==> run_1/m1.png <==
(4 px per µm) Supply wires on this layer in gray.
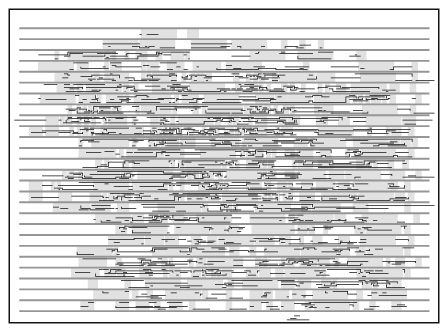
==> run_1/class_map.png <==
(4 px per µm)
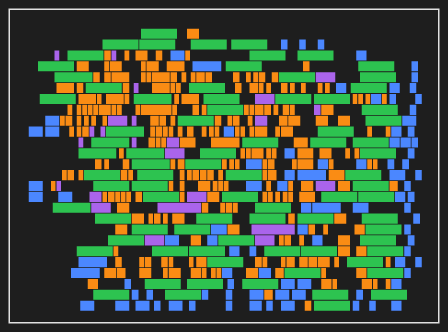
==> run_1/util_map.png <==
(4 px per µm) The die is cut into 11 by 8 equal tiles; dark blue is low, red is high, 0 to 100% covered.
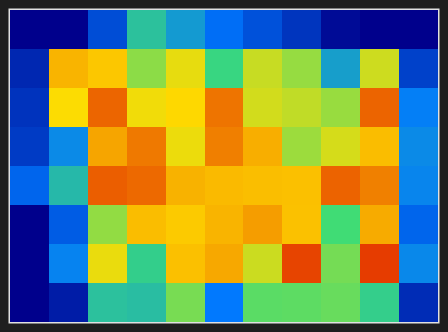
==> run_1/placed.png <==
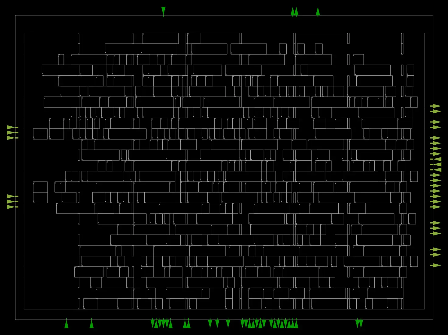
[src/rtl/ledio_pkg.sv]
// ledio shared constants: register offsets, CTRL field layout and reset values.
package ledio_pkg;

   // Register offsets within the LED window
   localparam logic [2:0] LEDIO_ADDR_LO   = 3'b000;
   localparam logic [2:0] LEDIO_ADDR_HI   = 3'b010;
   localparam logic [2:0] LEDIO_ADDR_CTRL = 3'b100;

   // Bus and LED image widths
   localparam int unsigned LEDIO_DATA_W = 16;
   localparam int unsigned LEDIO_LED_W  = 24;
   localparam int unsigned LEDIO_HI_W   = 8;

   // CTRL field positions; duty occupies [LSB +: PWM_W]
   localparam int unsigned LEDIO_CTRL_DUTY_LSB  = 0;
   localparam int unsigned LEDIO_CTRL_DUTY_MSB  = 7;
   localparam int unsigned LEDIO_CTRL_BLINK_BIT = 8;

   // Reset duty is all-ones (full brightness); truncated to PWM_W at use
   localparam logic [LEDIO_DATA_W-1:0] LEDIO_DUTY_RST = 16'hFFFF;

endpackage

[src/rtl/ledio_pwm.sv]
// ledio brightness PWM and blink timer. Blink logic exists only when
// LEDIO_BLINK_EN is defined; otherwise blank_c is constant 0.
module ledio_pwm
   import ledio_pkg::*;
#(
   parameter int unsigned PRESCALE_W = 24,
   parameter int unsigned PWM_W      = 8
) (
   input  logic             clk,
   input  logic             rst,
   input  logic [PWM_W-1:0] duty,
   input  logic             blink_en,
   output logic             pwm_on_c,
   output logic             blank_c
);

   logic [PWM_W-1:0] pwm_cnt_q, pwm_cnt_d;

   // Free-running PWM counter and duty compare; all-ones duty forces on
   always_comb begin
      pwm_cnt_d = pwm_cnt_q + PWM_W'(1);
      pwm_on_c  = (duty == {PWM_W{1'b1}}) || (pwm_cnt_q < duty);
   end

   // PWM counter register, updates on the falling edge
   always_ff @(negedge clk or posedge rst) begin
      if (rst) pwm_cnt_q <= '0;
      else     pwm_cnt_q <= pwm_cnt_d;
   end

`ifdef LEDIO_BLINK_EN
   logic [PRESCALE_W-1:0] pre_q, pre_d;
   logic                  phase_q, phase_d;

   // Prescaler counts every cycle; phase toggles on wrap to zero
   always_comb begin
      pre_d   = pre_q + PRESCALE_W'(1);
      phase_d = (pre_d == '0) ? ~phase_q : phase_q;
      blank_c = blink_en & phase_q;
   end

   // Blink timer registers
   always_ff @(negedge clk or posedge rst) begin
      if (rst) begin
         pre_q   <= '0;
         phase_q <= 1'b0;
      end else begin
         pre_q   <= pre_d;
         phase_q <= phase_d;
      end
   end
`else
   localparam int unsigned UNUSED_PRESCALE_W = PRESCALE_W;
   logic unused_blink_en;

   // No blink timer in this build
   assign unused_blink_en = blink_en;
   assign blank_c         = 1'b0;
`endif

endmodule

[src/rtl/ledio.sv]
// ledio: memory-mapped 24-bit LED port with readback, PWM brightness and
// optional blink (enabled by defining LEDIO_BLINK_EN).
module ledio
   import ledio_pkg::*;
#(
   parameter int unsigned PRESCALE_W = 24,
   parameter int unsigned PWM_W      = 8
) (
   input  logic                    ledclk,
   input  logic                    ledrst,
   input  logic                    ledcs,
   input  logic                    ledwrite,
   input  logic                    ledread,
   input  logic [2:0]              ledaddr,
   input  logic [LEDIO_DATA_W-1:0] ledwdata,
   output logic [LEDIO_DATA_W-1:0] ledrdata,
   output logic [LEDIO_LED_W-1:0]  led_o
);

   logic [LEDIO_LED_W-1:0]  led_q, led_d;
   logic [PWM_W-1:0]        duty_q, duty_d;
   logic [LEDIO_DATA_W-1:0] rdata_q, rdata_d;
   logic [LEDIO_DATA_W-1:0] rd_mux, ctrl_rd;
   logic [LEDIO_LED_W-1:0]  led_o_q, led_o_d;
   logic                    blink_en;
   logic                    wr_en, rd_en;
   logic                    pwm_on, blank;

`ifdef LEDIO_BLINK_EN
   logic blink_en_q, blink_en_d;
   assign blink_en = blink_en_q;
`else
   assign blink_en = 1'b0;
`endif

   assign wr_en = ledcs & ledwrite;
   assign rd_en = ledcs & ledread;

   // Brightness and blink generation
   ledio_pwm #(
      .PRESCALE_W (PRESCALE_W),
      .PWM_W      (PWM_W)
   ) u_pwm (
      .clk      (ledclk),
      .rst      (ledrst),
      .duty     (duty_q),
      .blink_en (blink_en),
      .pwm_on_c (pwm_on),
      .blank_c  (blank)
   );

   // Readback mux; pre-write register values so read+write returns old data
   always_comb begin
      ctrl_rd = '0;
      ctrl_rd[LEDIO_CTRL_DUTY_LSB +: PWM_W] = duty_q;
      ctrl_rd[LEDIO_CTRL_BLINK_BIT]         = blink_en;
      case (ledaddr)
         LEDIO_ADDR_LO:   rd_mux = led_q[LEDIO_DATA_W-1:0];
         LEDIO_ADDR_HI:   rd_mux = {{(LEDIO_DATA_W-LEDIO_HI_W){1'b0}}, led_q[LEDIO_LED_W-1:LEDIO_DATA_W]};
         LEDIO_ADDR_CTRL: rd_mux = ctrl_rd;
         default:         rd_mux = '0;
      endcase
   end

   // Register writes, readback capture and gated LED output
   always_comb begin
      led_d   = led_q;
      duty_d  = duty_q;
`ifdef LEDIO_BLINK_EN
      blink_en_d = blink_en_q;
`endif
      if (wr_en) begin
         case (ledaddr)
            LEDIO_ADDR_LO:   led_d[LEDIO_DATA_W-1:0] = ledwdata;
            LEDIO_ADDR_HI:   led_d[LEDIO_LED_W-1:LEDIO_DATA_W] = ledwdata[LEDIO_HI_W-1:0];
            LEDIO_ADDR_CTRL: begin
               duty_d = ledwdata[LEDIO_CTRL_DUTY_LSB +: PWM_W];
`ifdef LEDIO_BLINK_EN
               blink_en_d = ledwdata[LEDIO_CTRL_BLINK_BIT];
`endif
            end
            default: ;
         endcase
      end
      rdata_d = rd_en ? rd_mux : rdata_q;
      led_o_d = led_q & {LEDIO_LED_W{pwm_on & ~blank}};
   end

   // State registers, falling-edge clocked with asynchronous reset
   always_ff @(negedge ledclk or posedge ledrst) begin
      if (ledrst) begin
         led_q   <= '0;
         duty_q  <= PWM_W'(LEDIO_DUTY_RST);
         rdata_q <= '0;
         led_o_q <= '0;
`ifdef LEDIO_BLINK_EN
         blink_en_q <= 1'b0;
`endif
      end else begin
         led_q   <= led_d;
         duty_q  <= duty_d;
         rdata_q <= rdata_d;
         led_o_q <= led_o_d;
`ifdef LEDIO_BLINK_EN
         blink_en_q <= blink_en_d;
`endif
      end
   end

   assign ledrdata = rdata_q;
   assign led_o    = led_o_q;

endmodule

[config.mk]
export PLATFORM = sky130hd
export DESIGN_NAME = ledio
export DESIGN_NICKNAME = d
export VERILOG_FILES = /design/src/rtl/ledio_pkg.sv /design/src/rtl/ledio_pwm.sv /design/src/rtl/ledio.sv
export SDC_FILE = /design/constraint.sdc
export NUM_CORES = 1
export LEC_CHECK = 0
export ABC_AREA = 1
export CORE_AREA = 2 2 105 76
export DETAILED_ROUTE_END_ITERATION = 16
export DIE_AREA = 0 0 107 78
export PLACE_DENSITY = 0.72
export SYNTH_ARGS = -nofsm -noshare
export SYNTH_HDL_FRONTEND = slang
export SYNTH_SLANG_ARGS = --single-unit
export TNS_END_PERCENT = 1
[constraint.sdc]
create_clock -name ledclk -period 2.3 [get_ports ledclk]
set_input_delay 0.46 -clock ledclk [delete_from_list [all_inputs] [get_ports ledclk]]
set_output_delay 0.46 -clock ledclk [all_outputs]
set_load 0.01 [all_outputs]
==> results.yml, run 1 <==
# yosys + openroad results
outcome:
  status: "finished with violations"
  violations: "negative setup slack"
timing:
  skew_ns: 0.05805
  setup_viol: 70
  slew_headroom_pct: 49.28
  setup_ws_ns: -0.2111
  worst_pin_slew_ns: 0.7581
floorplanning:
  die_y_um: 78
  die_x_um: 107
placement:
  portBuffers: 63
yosys:
  synthXorXnorAreaFrac_pct: 1.557
  ys_ff: 80
  top_area_cell: "dfrtn_1"
final_layout:
  syn_to_final_growth_pct: 32.11
clocking:
  cts_buffers: 9
  clk_latency_ns: 0.39
  cts_root_buf: "clkbuf_8"
global_routing:
  met2_usage_pct: 28.47
drt:
  route.met2.wl_mm: 3.377
worst_setup_path:
  arrival_ns: 2.05
## Picture notes: m1.png
- share of all routed wire: 48%
- nets with wire on the layer: 422
- longest straight run: 33.1 µm
- wire length on this layer: 3,700 µm
via count: 2,666
total wire length: 7.655 mm
routing usage on met1: 28.63%

## Picture notes: class_map.png
- remaining buffers and delay cells: blue (cells 92)
- remaining logic cells: orange (cells 245)
- sequential cells: green (cells 80)
- clock drivers and dummy loads: purple (cells 24)

## Picture notes: util_map.png
- tiles over 75% full: 33%
- nearly empty tiles: 8.0%
- densest ninth of the die: center
- fullest tile: 93%
fp_density: 46.52%
final cell utilization of the core: 61.45%

## Picture notes: placed.png
Layout fillers: 609
flip-flops: 80
core box area: 7254 µm²
sequential cell area share: 45.13%
tap cells: 98

-- run 1: placed cells by master, fill, tap and decap left out, types with 2 or more instances in the layout --
cell             Yosys  routed
dfrtn_1             72      72
nand2_1             70      68
inv_1               46      51
buf_2                6      36
o21ai_1             20      23
buf_4                2      23
a21oi_2             20      20
clkdlybuf4s50_1      0      18
a21oi_1             14      14
nor2_1              16      11
clkbuf_8             0       9
o31ai_1              8       8
ha_1                 8       8
dfstp_2              8       8
inv_2                6       7
nor2_2               0       5
xor2_1               5       5
buf_6                2       5
buf_12               0       5
nand2_4              0       4
o21ai_0              8       4
nand2_2              7       4
o221ai_1             4       4
o22ai_1              4       4
nand3_1              4       3
nor3_1               3       3
bufinv_16            0       2
clkinv_4             0       2
clkbuf_2             0       2
dlygate4sd2_1        0       2
==> run_1/port_trees.png <==
(2 px per µm)
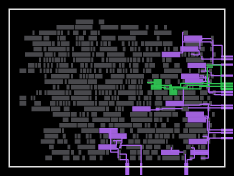

==> run 1 -> run 2 <==
--- a/config.mk
+++ b/config.mk
@@ -6,9 +6,11 @@
 export NUM_CORES = 1
 export LEC_CHECK = 0
 export ABC_AREA = 1
-export CORE_AREA = 2 2 105 76
+export CORE_AREA = 3 3 106 77
 export DETAILED_ROUTE_END_ITERATION = 16
-export DIE_AREA = 0 0 107 78
+export DIE_AREA = 0 0 109 80
+export GPL_ROUTABILITY_DRIVEN = 0
+export GPL_TIMING_DRIVEN = 0
 export PLACE_DENSITY = 0.72
 export SYNTH_ARGS = -nofsm -noshare
 export SYNTH_HDL_FRONTEND = slang
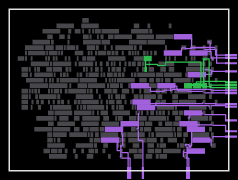
(run_2/port_trees.png)
(2 px per µm)
- ledaddr: green (bits 3; direction input; edge east; end cells 5; buffers 3; wire 132 µm)
- ledrdata: purple (bits 16; direction output; edge 11 east, 5 south; end cells 16; buffers 16; wire 428 µm)

==> results.yml, run 2 <==
# yosys + openroad results
timing:
  setup_ws_ns: -0.2302
  setup_viol: 56
  skew_ns: 0.05738
  slew_headroom_pct: 45.36
final_layout:
  seq-cell-share_pct: 45.59
  layout_top_cell: "dfrtn_1"
  fin_util_pct: 60.83
  syn_to_final_growth_pct: 30.77
  lay_top_cells: "dfrtn_1, nand2_1, inv_1"
  ff_count: 80
floorplanning:
  die_x_um: 109
  initial_utilization_pct: 46.52
  die_y_um: 80
drt:
  route.met2.wl_mm: 3.435
  finalWirelength_mm: 8.162
  vias: 2667
yosys:
  top_area_cell: "dfrtn_1"
clocking:
  cts_root_buf: "clkbuf_8"
  clk_latency_ns: 0.39
  cts_buffers: 9
worst_setup_path:
  arrival_ns: 2.07
global_routing:
  use_met1_pct: 30.30
  met2_usage_pct: 28.37
outcome:
  status: "finished with violations"
  violations: "negative setup slack"
placement:
  portBuffers: 63
run 2: cell counts after synthesis:
No cell type changed its count.
run 2: worst max path at each step:
stage / start / endpoint / slack (ns)
2_1_floorplan: ledrst / led_o[0]$_DFF_NP0_ / -0.12
3_3_place_gp: ledrst / ledrdata[2]$_DFFE_NP0P_ / -0.99
3_5_place_dp: ledaddr[2] / ledrdata[3]$_DFFE_NP0P_ / -0.95
4_1_cts: ledrdata[4]$_DFFE_NP0P_ / ledrdata[4] / -0.24
5_1_grt: ledrdata[10]$_DFFE_NP0P_ / ledrdata[10] / -0.25
6_report: ledrdata[4]$_DFFE_NP0P_ / ledrdata[4] / -0.23
run 2: timing repair:
action	4_1_cts	5_1_grt
pin swaps	1	2
resized	186	33
cloned	0	1
setup endpoints to repair	130	128
buffers inserted	10	5
hold buffers	0	0
